**Run 1: sequential cells grouped by signal name**

The bar under the picture is 20 um long. Other sequential cells in the stronger grey, the rest of the logic in the fainter grey.
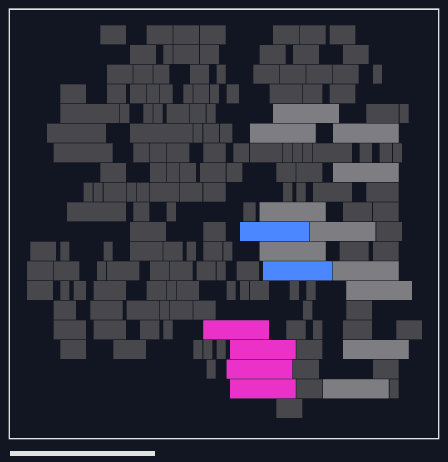
**Run 1: I/O nets highlighted**

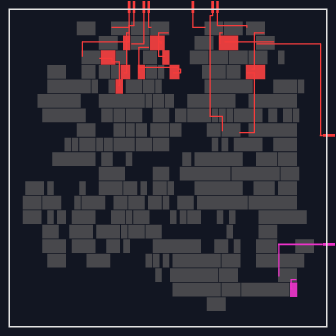
**Run 1: the clock network**

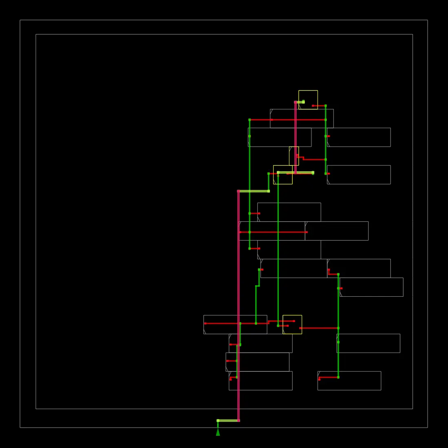
==> config.mk <==
export PLATFORM = sky130hd
export DESIGN_NAME = gt_share_arbiter
export DESIGN_NICKNAME = d
export VERILOG_FILES = /design/src/rtl/gt_arb_pkg.sv /design/src/rtl/greater_than.sv /design/src/rtl/gt_rr_pick.sv /design/src/rtl/gt_share_arbiter.sv
export SDC_FILE = /design/constraint.sdc
export NUM_CORES = 1
export LEC_CHECK = 0
export CORE_MARGIN = 2
export CORE_UTILIZATION = 45
export CTS_CLUSTER_DIAMETER = 60
export DETAILED_ROUTE_END_ITERATION = 10
export PLACE_DENSITY = 0.73
export SKIP_LAST_GASP = 1
export SLEW_MARGIN = 20
export SYNTH_ARGS = -nofsm -noshare
export SYNTH_HDL_FRONTEND = slang
export SYNTH_SLANG_ARGS = --single-unit
export TNS_END_PERCENT = 50
==> constraint.sdc <==
create_clock -name clk -period 3.8 [get_ports clk]
set_clock_uncertainty 0.1 [all_clocks]
set_input_delay 0.76 -clock clk [delete_from_list [all_inputs] [get_ports clk]]
set_output_delay 0.76 -clock clk [all_outputs]
set_load 0.02 [all_outputs]
==> impl_metrics.ini, run 1 <==
; implementation run metrics
[synthesis]
adder_share = 0.0912
ys_cells = 142
aoi_share = 0.240
synth.net_count = 174
synth-edff-count = 0

[routing]
ant_nets = 0
viasPerCell = 5.97

[die]
die_h_um = 59.2

[layout]
clk_share = 0.0155
regArea_sq_um = 428
buffer_area_frac = 0.182
largest_reg_flops = 4
fill_cells = 263
inv_count = 17

[run_status]
status = complete, no violations

[power_and_ir_drop]
p_per_area_mw_per_mm2 = 889
pg_comb_mw = 1.08

[setup_path]
cpLargestDelayFamily = simple AND/OR/NAND/NOR gates
path_buffers = 1

[sta]
period_minus_slack_ns = 3.30

[global_routing]
grt_max_degree = 29
About 'sequential cells grouped by signal name':
- ptr: blue (sequential cells 2)
- gnt: magenta (sequential cells 4; where bottom centre)
fin util: 0.569
seq pwr: 0.332 mW

About 'I/O nets highlighted':
- rst: magenta (direction input; edge right; end cells 1; buffers 1; wire 16.8 um)
- b_flat: red (direction input; edge 7 top, 1 right; end cells 10; buffers 8; wire 183 um)
IO Port Bufs: 30
io pins: 31

About 'the clock network':
Clk. pwr: 0.0930 mW
clkbuf count: 4

==> run 2: changes to the inputs <==
- CTS_CLUSTER_SIZE: not set -> 24
==> run 2 against run 1 <==
Total power stayed put. Final cell count stayed put. Die area stayed put. Count of clock-buffer cells in the layout stayed put. Largest cell class unchanged.
==> impl_metrics.ini, run 2 <==
; implementation run metrics
[run_status]
status = complete, no violations

[setup_path]
crit_arrival_ns = 3.41
cp-start-kind = flop
path_buffers = 1
cpLargestDelayFamily = simple AND/OR/NAND/NOR gates
cp_max_fo = 17
end_kind = flop

[synthesis]
avgSynthCellArea_sq_um = 9.66
numSynthFlops = 17
ys_cells = 142
ys_warn_count = 0
aoi_share = 0.240
adder_share = 0.0912
synth_cells = 142
synth-edff-count = 0
synth.net_count = 174
synth_area_leader_cell = dfrtp_1

[global_routing]
globalRouteMet3Util = 0.00655
overflow = 0
grt_max_degree = 29

[sta]
clock.fmax_mhz = 303
period_minus_slack_ns = 3.30

[layout]
clk_share = 0.0155
mostFrequentLayoutCell = clkdlybuf4s50_1
largest_reg_flops = 4
buffer_area_frac = 0.182
inv_count = 17
fill_cells = 263
fin_area_sq_mm = 0.00169
mostFrequentLayoutCells = clkdlybuf4s50_1, nor2_1, inv_1, dfrtp_1, ha_1
num-clock-buffers = 4
fin_util = 0.569
final_net_count = 202

[die]
fp-utilization = 0.461
die_h_um = 59.2
io_pins = 31

[clock_tree]
clkLatencyLatePin_ns = 0.29
cts_htree_levels = 1

[power_and_ir_drop]
pg_comb_mw = 1.08
powerClk_mw = 0.0930
p_seq_mw = 0.332
p_per_area_mw_per_mm2 = 889

[job]
cap_violations = 0

[place]
dp_cells = 198
port_buffers = 30

[routing]
ant_nets = 0
viasPerCell = 5.97

[worst_hold_path]
hp-class = reg2reg
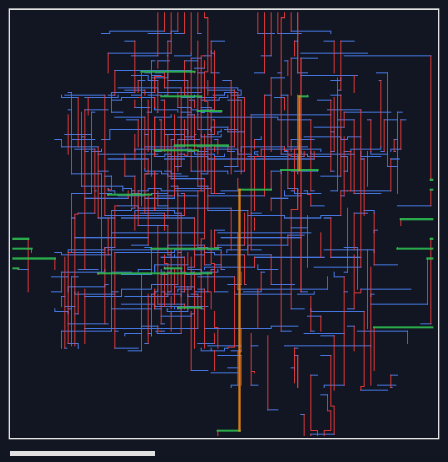
**Above:** run 2 (wiring by layer).
The bar under the picture is 20 um long.
- met3: green (wire length 109 um)
- met4: orange (wire length 43.5 um)
- met1: blue (wire length 1260 um)
- met2: red (wire length 1630 um)
gr usage total: 0.191
wirelength, routed: 3040 um
wire per inst: 15.0 um
vias: 1205

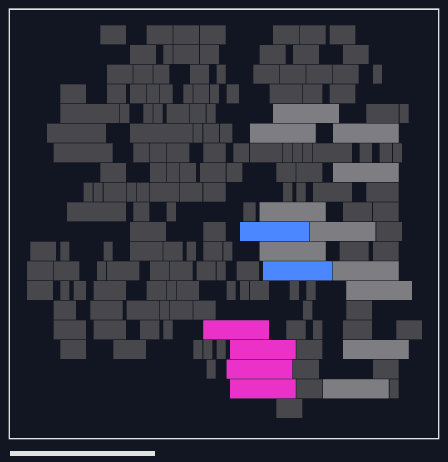
**Above:** run 2 (sequential cells grouped by signal name).
The bar under the picture is 20 um long. Other sequential cells in the stronger grey, the rest of the logic in the fainter grey.
- gnt: magenta (sequential cells 4; where bottom centre)
- ptr: blue (sequential cells 2)
- not coloured: 11
sequential cell area share: 0.253
FF+latch area: 428 sq um

**Run 2: I/O nets highlighted**

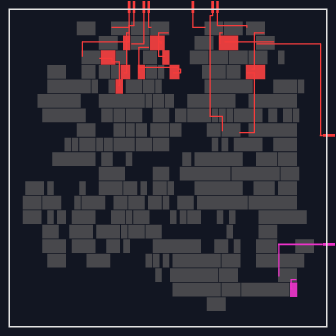

==> run 3: changes to the inputs <==
- CORE_UTILIZATION: 45 -> 50
- HOLD_SLACK_MARGIN: not set -> 0.12
- PLACE_DENSITY: 0.73 -> 0.76
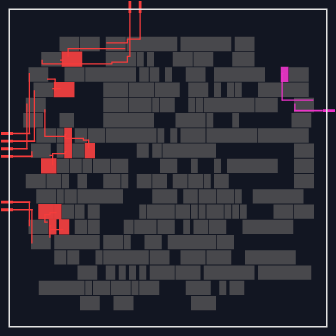
**Above:** run 3 (I/O nets highlighted).
- b_flat: red (direction input; edge 6 left, 2 top; end cells 10; buffers 8; wire 141 um)
- rst: magenta (direction input; edge right; end cells 1; buffers 1; wire 16.5 um)

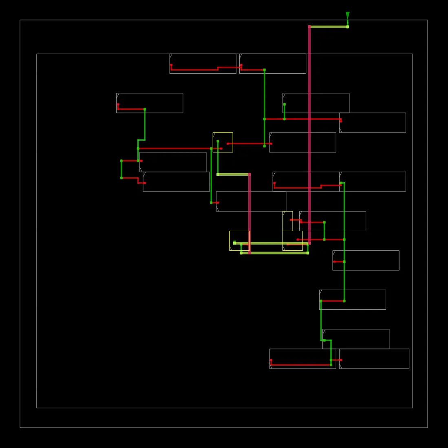
**Above:** run 3 (the clock network).
flip-flops: 17
CTS buffer count: 3
Clk. pwr: 0.0981 mW

==> run 3 against run 2 <==
Routed wire length grew 2.2%. Register-to-register slack better by 0.03 ns. Setup slack better by 0.027 ns. Critical endpoint unchanged.
==> impl_metrics.ini, run 3 <==
; implementation run metrics
[global_routing]
overflow = 0
grt_max_degree = 29
globalRouteMet3Util = 0.0300

[synthesis]
synth_area_leader_cell = dfrtp_1
synth.net_count = 174
numSynthFlops = 17
aoi_share = 0.240
avgSynthCellArea_sq_um = 9.66
ys_cells = 142
adder_share = 0.0912
synth_cells = 142
ys_warn_count = 0

[routing]
ant_nets = 0
via_count = 1176
routed_wl_um = 3110
wl_per_cell_um = 15.6
viasPerCell = 5.91

[layout]
regArea_sq_um = 428
mostFrequentLayoutCell = clkdlybuf4s50_1
final_net_count = 202
fin_area_sq_mm = 0.00169
mostFrequentLayoutCells = clkdlybuf4s50_1, nor2_1, inv_1, dfrtp_1, ha_1
fin_util = 0.664
num-clock-buffers = 4

[die]
die_h_um = 56.4
io_pins = 31
fp-utilization = 0.539

[power_and_ir_drop]
p_per_area_mw_per_mm2 = 897
pg_comb_mw = 1.09

[job]
cap_violations = 0

[setup_path]
cpLargestDelayFamily = simple AND/OR/NAND/NOR gates
cp_max_fo = 17
path_buffers = 1
crit_arrival_ns = 3.40

[run_status]
status = complete, no violations
Power is estimated from default activity; no workload was simulated.
